### Register map, names as in the netlist, run 1

Other sequential cells in the stronger gray, the rest of the logic in the fainter gray.
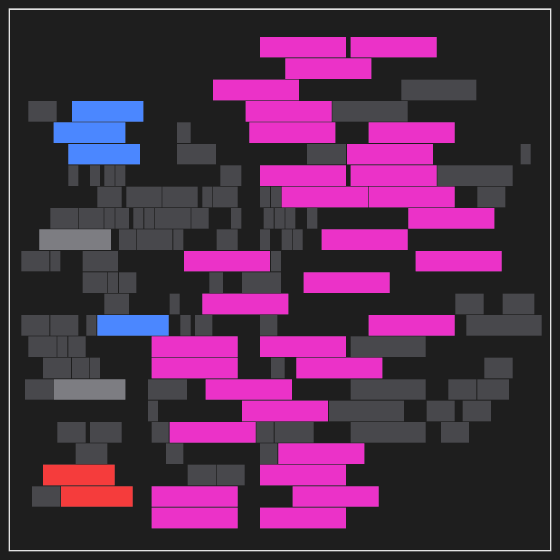
### Selected gate families, run 1

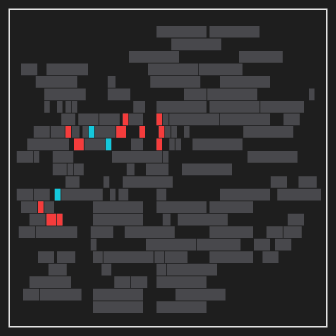
### Metal 1, run 1

Supply wires on this layer in gray.
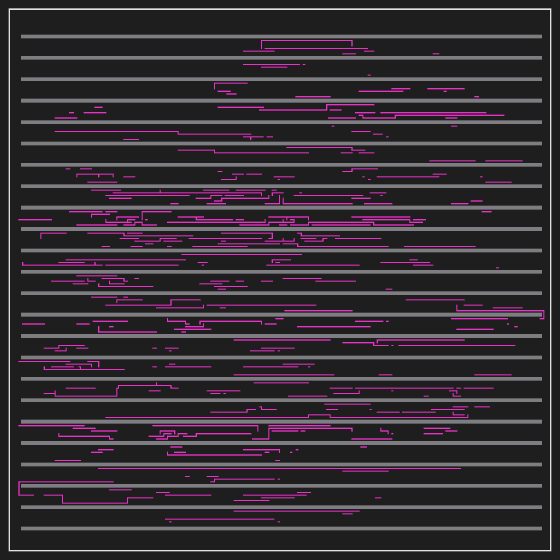
File: config.mk
export PLATFORM = sky130hd
export DESIGN_NAME = neuron_lut_stream
export DESIGN_NICKNAME = d
export VERILOG_FILES = /design/src/rtl/neuron_lut_pkg.sv /design/src/rtl/neuron_lut_mem.sv /design/src/rtl/neuron_lut_stream.sv
export SDC_FILE = /design/constraint.sdc
export NUM_CORES = 1
export LEC_CHECK = 0
export CORE_UTILIZATION = 40
export DETAILED_ROUTE_END_ITERATION = 10
export GPL_TIMING_DRIVEN = 0
export PLACE_DENSITY = 0.59
export SYNTH_ARGS = -nofsm -noshare
export SYNTH_HDL_FRONTEND = slang
export SYNTH_SLANG_ARGS = --single-unit
File: constraint.sdc
create_clock -name clk -period 1.8 [get_ports clk]
set_input_delay 0.18 -clock clk [delete_from_list [all_inputs] [get_ports clk]]
set_output_delay 0.18 -clock clk [all_outputs]
set_load 0.01 [all_outputs]
File: src/rtl/neuron_lut_pkg.sv
// Shared types and default widths for the streaming neuron lookup table.
package neuron_lut_pkg;

  localparam int IN_BITS_DEF  = 4;
  localparam int OUT_BITS_DEF = 2;

  typedef enum logic {
    LOAD = 1'b0,
    RUN  = 1'b1
  } state_e;

endpackage

File: src/rtl/neuron_lut_mem.sv
// Lookup table storage: synchronous write, asynchronous read (maps to LUT RAM).
module neuron_lut_mem
  import neuron_lut_pkg::*;
#(
  parameter int ADDR_BITS = IN_BITS_DEF,
  parameter int DATA_BITS = OUT_BITS_DEF
) (
  input  logic                 clk,
  input  logic                 we,
  input  logic [ADDR_BITS-1:0] waddr,
  input  logic [DATA_BITS-1:0] wdata,
  input  logic [ADDR_BITS-1:0] raddr,
  output logic [DATA_BITS-1:0] rdata
);

  localparam int DEPTH = 1 << ADDR_BITS;

  logic [DATA_BITS-1:0] mem_q [DEPTH];

  // NOTE: the array has no reset; a reset port would stop it mapping to LUT RAM,
  // and contents are meaningless until a full load has completed anyway.
  always_ff @(posedge clk) begin
    if (we) mem_q[waddr] <= wdata;
  end

  assign rdata = mem_q[raddr];

endmodule

File: src/rtl/neuron_lut_stream.sv
// Streaming table lookup neuron: LOAD fills the table in order, RUN serves
// valid/ready lookups with one-cycle latency. NEURON_LUT_STATS_EN adds lookup_cnt.
module neuron_lut_stream
  import neuron_lut_pkg::*;
#(
  parameter int IN_BITS  = IN_BITS_DEF,
  parameter int OUT_BITS = OUT_BITS_DEF
) (
  input  logic                clk,
  input  logic                rst,
  input  logic                cfg_start,
  input  logic                cfg_valid,
  input  logic [OUT_BITS-1:0] cfg_data,
  output logic                cfg_done,
  input  logic [IN_BITS-1:0]  M0,
  input  logic                in_valid,
  output logic                in_ready,
  output logic [OUT_BITS-1:0] M1,
  output logic                out_valid,
  input  logic                out_ready
`ifdef NEURON_LUT_STATS_EN
  ,
  output logic [31:0]         lookup_cnt
`endif
);

  localparam logic [IN_BITS-1:0] LAST_ADDR = '1;

  state_e              state_q, state_d;
  logic [IN_BITS-1:0]  load_cnt_q, load_cnt_d;
  logic                out_valid_q, out_valid_d;
  logic [OUT_BITS-1:0] m1_q, m1_d;
  logic                mem_we;
  logic                accept;
  logic [OUT_BITS-1:0] rd_data;

  neuron_lut_mem #(
    .ADDR_BITS (IN_BITS),
    .DATA_BITS (OUT_BITS)
  ) u_mem (
    .clk   (clk),
    .we    (mem_we),
    .waddr (load_cnt_q),
    .wdata (cfg_data),
    .raddr (M0),
    .rdata (rd_data)
  );

  // FSM: state register
  // NOTE: sequential state uses non-blocking assignments so every flop samples
  // pre-edge values regardless of statement order.
  always_ff @(posedge clk or posedge rst) begin
    if (rst) state_q <= LOAD;
    else     state_q <= state_d;
  end

  // FSM: next state; cfg_start takes priority over a same-cycle cfg_valid
  always_comb begin
    // NOTE: defaulting every comb output first keeps unlisted paths from inferring latches.
    state_d = state_q;
    case (state_q)
      LOAD: if (!cfg_start && cfg_valid && load_cnt_q == LAST_ADDR) state_d = RUN;
      RUN:  if (cfg_start) state_d = LOAD;
      default: state_d = LOAD;
    endcase
  end

  // FSM: outputs
  always_comb begin
    cfg_done = (state_q == RUN);
    in_ready = (state_q == RUN) && (!out_valid_q || out_ready);
    mem_we   = (state_q == LOAD) && cfg_valid && !cfg_start;
  end

  assign accept = in_valid && in_ready;

  // Datapath: write pointer wraps to 0 naturally after the last entry
  always_comb begin
    load_cnt_d  = load_cnt_q;
    out_valid_d = out_valid_q;
    m1_d        = m1_q;
    if (cfg_start)   load_cnt_d = '0;
    else if (mem_we) load_cnt_d = load_cnt_q + 1'b1;
    if (accept) begin
      out_valid_d = 1'b1;
      m1_d        = rd_data;
    end else if (out_ready) begin
      out_valid_d = 1'b0;
    end
  end

  always_ff @(posedge clk or posedge rst) begin
    if (rst) begin
      load_cnt_q  <= '0;
      out_valid_q <= 1'b0;
      m1_q        <= '0;
    end else begin
      load_cnt_q  <= load_cnt_d;
      out_valid_q <= out_valid_d;
      m1_q        <= m1_d;
    end
  end

  assign out_valid = out_valid_q;
  assign M1        = m1_q;

`ifdef NEURON_LUT_STATS_EN
  logic [31:0] lookup_cnt_q, lookup_cnt_d;

  // Saturating count of accepted lookups; a reload request clears it
  always_comb begin
    lookup_cnt_d = lookup_cnt_q;
    if (cfg_start)                           lookup_cnt_d = '0;
    else if (accept && lookup_cnt_q != '1)   lookup_cnt_d = lookup_cnt_q + 32'd1;
  end

  always_ff @(posedge clk or posedge rst) begin
    if (rst) lookup_cnt_q <= '0;
    else     lookup_cnt_q <= lookup_cnt_d;
  end

  assign lookup_cnt = lookup_cnt_q;
`endif

endmodule

==> qor.yml, run 1 <==
status: "complete, no violations"
worst-r2r-setup-slack_ns: 0.18
ys_sh_xor_pct: 1.48
route.antenna.remaining_nets: 0
nClkBuffers: 5
clk_latency_ns: 0.28
powerDensity_nw_per_um2: 818
rsz0062_at_grt: "false"
rr_endpoint: "M1[0]"
ys_cells: 111
synth_area_per_cell_um2: 16.0
htree_num_levels: 2
comb-power_uw: 116
via_per_inst: 5.12
die-area_um2: 4710
antenna_found_initial: 0
comb_area_share_pct: 28.0
synth_flop_count: 40
compound_area_share_pct: 0.775
buffers: 18
async_flop_share_pct: 20.0
fp-utilization_pct: 42.9
fill_cells: 365
die_w_um: 68.6
use_met3_pct: 3.95
cp-start-kind: "input pin"
crit_start: "cfg_start"
core_area_um2: 4140
grt_max_degree: 17
cts_buffer_depth: 2
mux_area_share_pct: 16.5
reg2reg_from: "u_mem.mem_q[9][0]"
grt_pass1_vias: 959
clock_area_share_pct: 4.01
grt_pass1_wl_um: 4910
drv_slew: 0
drt_pass1_iterations: 4
synth.cellmix.simpleShare_pct: 10.6
-- 'Register map, names as in the netlist' (at the start) --
Key: `load_cnt_q` = blue [flops 4, where top left]; `M1` = red [flops 2]; `u_mem.mem_q` = magenta [flops 32]
Another 2 sequential cells are not colored.
Register Area: 1160 um^2
P_seq: 1.02 mW
final core utilization: 49.6%

-- 'Selected gate families' (at the start) --
Key: inv cells = cyan [cells 3]; nand cells = red [cells 11]

-- 'Metal 1' (at the start) --
The wires run mostly horizontal. The layer holds 46% of the routed length. The longest straight run is 46.0 um. The layer carries 1390 um of wire. 130 nets have wire on it.
DR vias: 932
met1 usage in global routing: 19.8%
final WL: 2990 um

[run 1: repair_timing]
item | 4_1_cts | 5_1_grt
endpoints found under the setup margin | 2 | 0
resized | 1 | 0
hold buffers | 0 | 0
[run 1: flip-flops by register name (all words and copies together), names as in the netlist]
register,flops
out_valid,1
cfg_done,1
M1,2
load_cnt_q,4
u_mem.mem_q,32
[run 1: through the flow]
step | setup TNS (ns) | area, um^2 | setup WS [ns] | utilization, %
CTS | 0 | 2060 | 0.153 | 49.6
global route | 0 | 2060 | 0.0528 | 49.6
global placement | -4.46 | 1970 | -0.219 | 47.5
detailed placement | -5.48 | 1970 | -0.291 | 47.5
floorplan | 0 | 1780 | 0.316 | -
finish | 0 | 2060 | 0.174 | 49.6
### The clock network, run 1

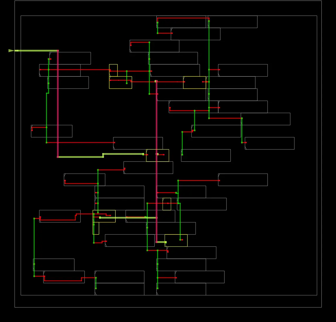

==> inputs of run 2 (changes only) <==
Clock period 1.8 ns to 1.66 ns, I/O delays scaled along.
### The clock network, run 2

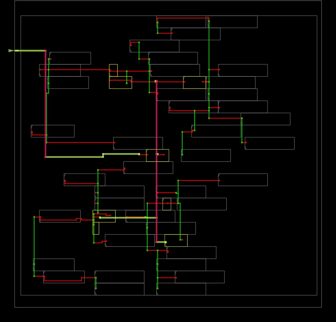
CTS sink count: 40
CLK BUF: 5

==> qor.yml, run 2 <==
intPower_mw: 1.44  # was 1.33 mW
worst-r2r-setup-slack_ns: 0.05  # was 0.18 ns
status: "complete, no violations"  # unchanged
drt_pass1_iterations: 4  # unchanged
die-area_um2: 4710  # unchanged
wire_per_inst_um: 16.7  # was 16.4 um
rsz0062_at_grt: "false"  # unchanged
fp-utilization_pct: 42.9  # unchanged
drv_slew: 0  # unchanged
regArea_um2: 1160  # about the same
pre_cts_ws_ns: -0.417  # was -0.291 ns
cts_buffer_depth: 2  # unchanged
htree_num_levels: 2  # unchanged
powerSeq_mw: 1.10  # was 1.02 mW
clk_latency_ns: 0.28  # about the same
setup_ws_ns: 0.0465  # was 0.174 ns
setup_tns_ns: 0  # unchanged
cts-hold-fix-buffers: 0  # unchanged
buffers: 17  # was 18
num_vias: 926  # was 932
finalWirelength_um: 3020  # was 2990 um
compound_area_share_pct: 0.775  # unchanged
comb-power_uw: 128  # was 116 uW
powerDensity_nw_per_um2: 882  # was 818 nW/um^2
post_cts_resized: 1  # unchanged
synth_flop_count: 40  # unchanged
hold-worst-slack_ns: 0.121  # was 0.130 ns
use_met3_pct: 3.95  # unchanged
clk_pin_slew_worst_paths_ns: 0.07  # about the same
die_w_um: 68.6  # unchanged
cp-start-kind: "flip-flop"  # was input pin
slowest_delay_ns: 0.50  # was 0.52 ns
antenna_found_initial: 0  # unchanged
ys_sh_xor_pct: 1.48  # unchanged
regMostFlops: "u_mem.mem_q"  # unchanged
fin_util_pct: 50.0  # was 49.6%
core_area_um2: 4140  # unchanged
synth_area_per_cell_um2: 16.0  # unchanged
met1_usage_pct: 19.8  # unchanged
rr_endpoint: "M1[0]"  # unchanged
grt_max_degree: 17  # unchanged
fill_cells: 357  # was 365
grt_pass1_wl_um: 4910  # unchanged
max_freq_mhz: 620
async_flop_share_pct: 20.0  # unchanged
largest_reg_flops: 32  # unchanged
design_area_um2: 2070  # was 2060 um^2
synthFlopType: "edfxtp_1"  # unchanged
ys_cells: 111  # unchanged
reg2reg_from: "u_mem.mem_q[11][0]"  # was u_mem.mem_q[9][0]
comb_area_share_pct: 28.5  # was 28.0%
worst_pin_slew_ns: 0.502  # was 0.507 ns
grt_pass1_vias: 959  # unchanged
clock_area_share_pct: 3.99  # was 4.01%
route.antenna.remaining_nets: 0  # unchanged
### Metal 1, run 2

Supply wires on this layer in gray.
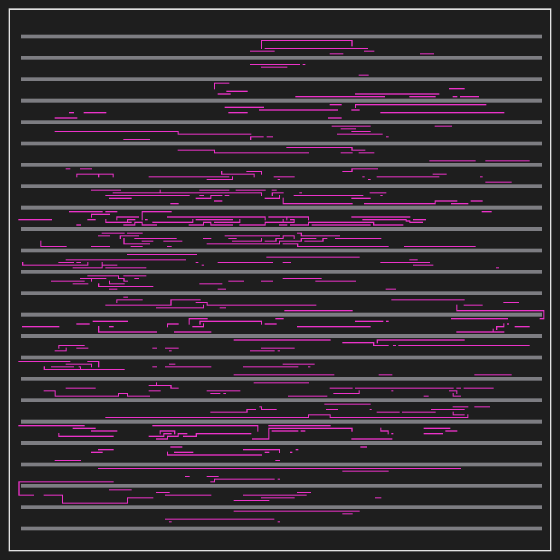
The wires run mostly horizontal. The layer carries 1400 um of wire.

==> run 2: how the worst max path moves through the flow <==
stage / to / cells after the start / from / slack [ns]
after floorplan: u_mem.mem_q[5][0] / 3 / cfg_done / 0.18
after global placement: u_mem.mem_q[5][0] / 4 / cfg_start / -0.34
after detailed placement: u_mem.mem_q[5][0] / 4 / cfg_start / -0.42
after CTS: M1[0] / 4 / u_mem.mem_q[9][0] / 0.01
after global routing: M1[0] / 4 / u_mem.mem_q[11][0] / 0.002
final: M1[0] / 4 / u_mem.mem_q[11][0] / 0.05
==> run 2: cells by family after synthesis <==
kind of cell	after synthesis
fa+ha+maj	4
mux	16
flops	40
xor+xnor	3
buf+inv	8
simple gates	38
compound gates	2
Power figures rest on the tool's default switching activity, not on a simulated workload.
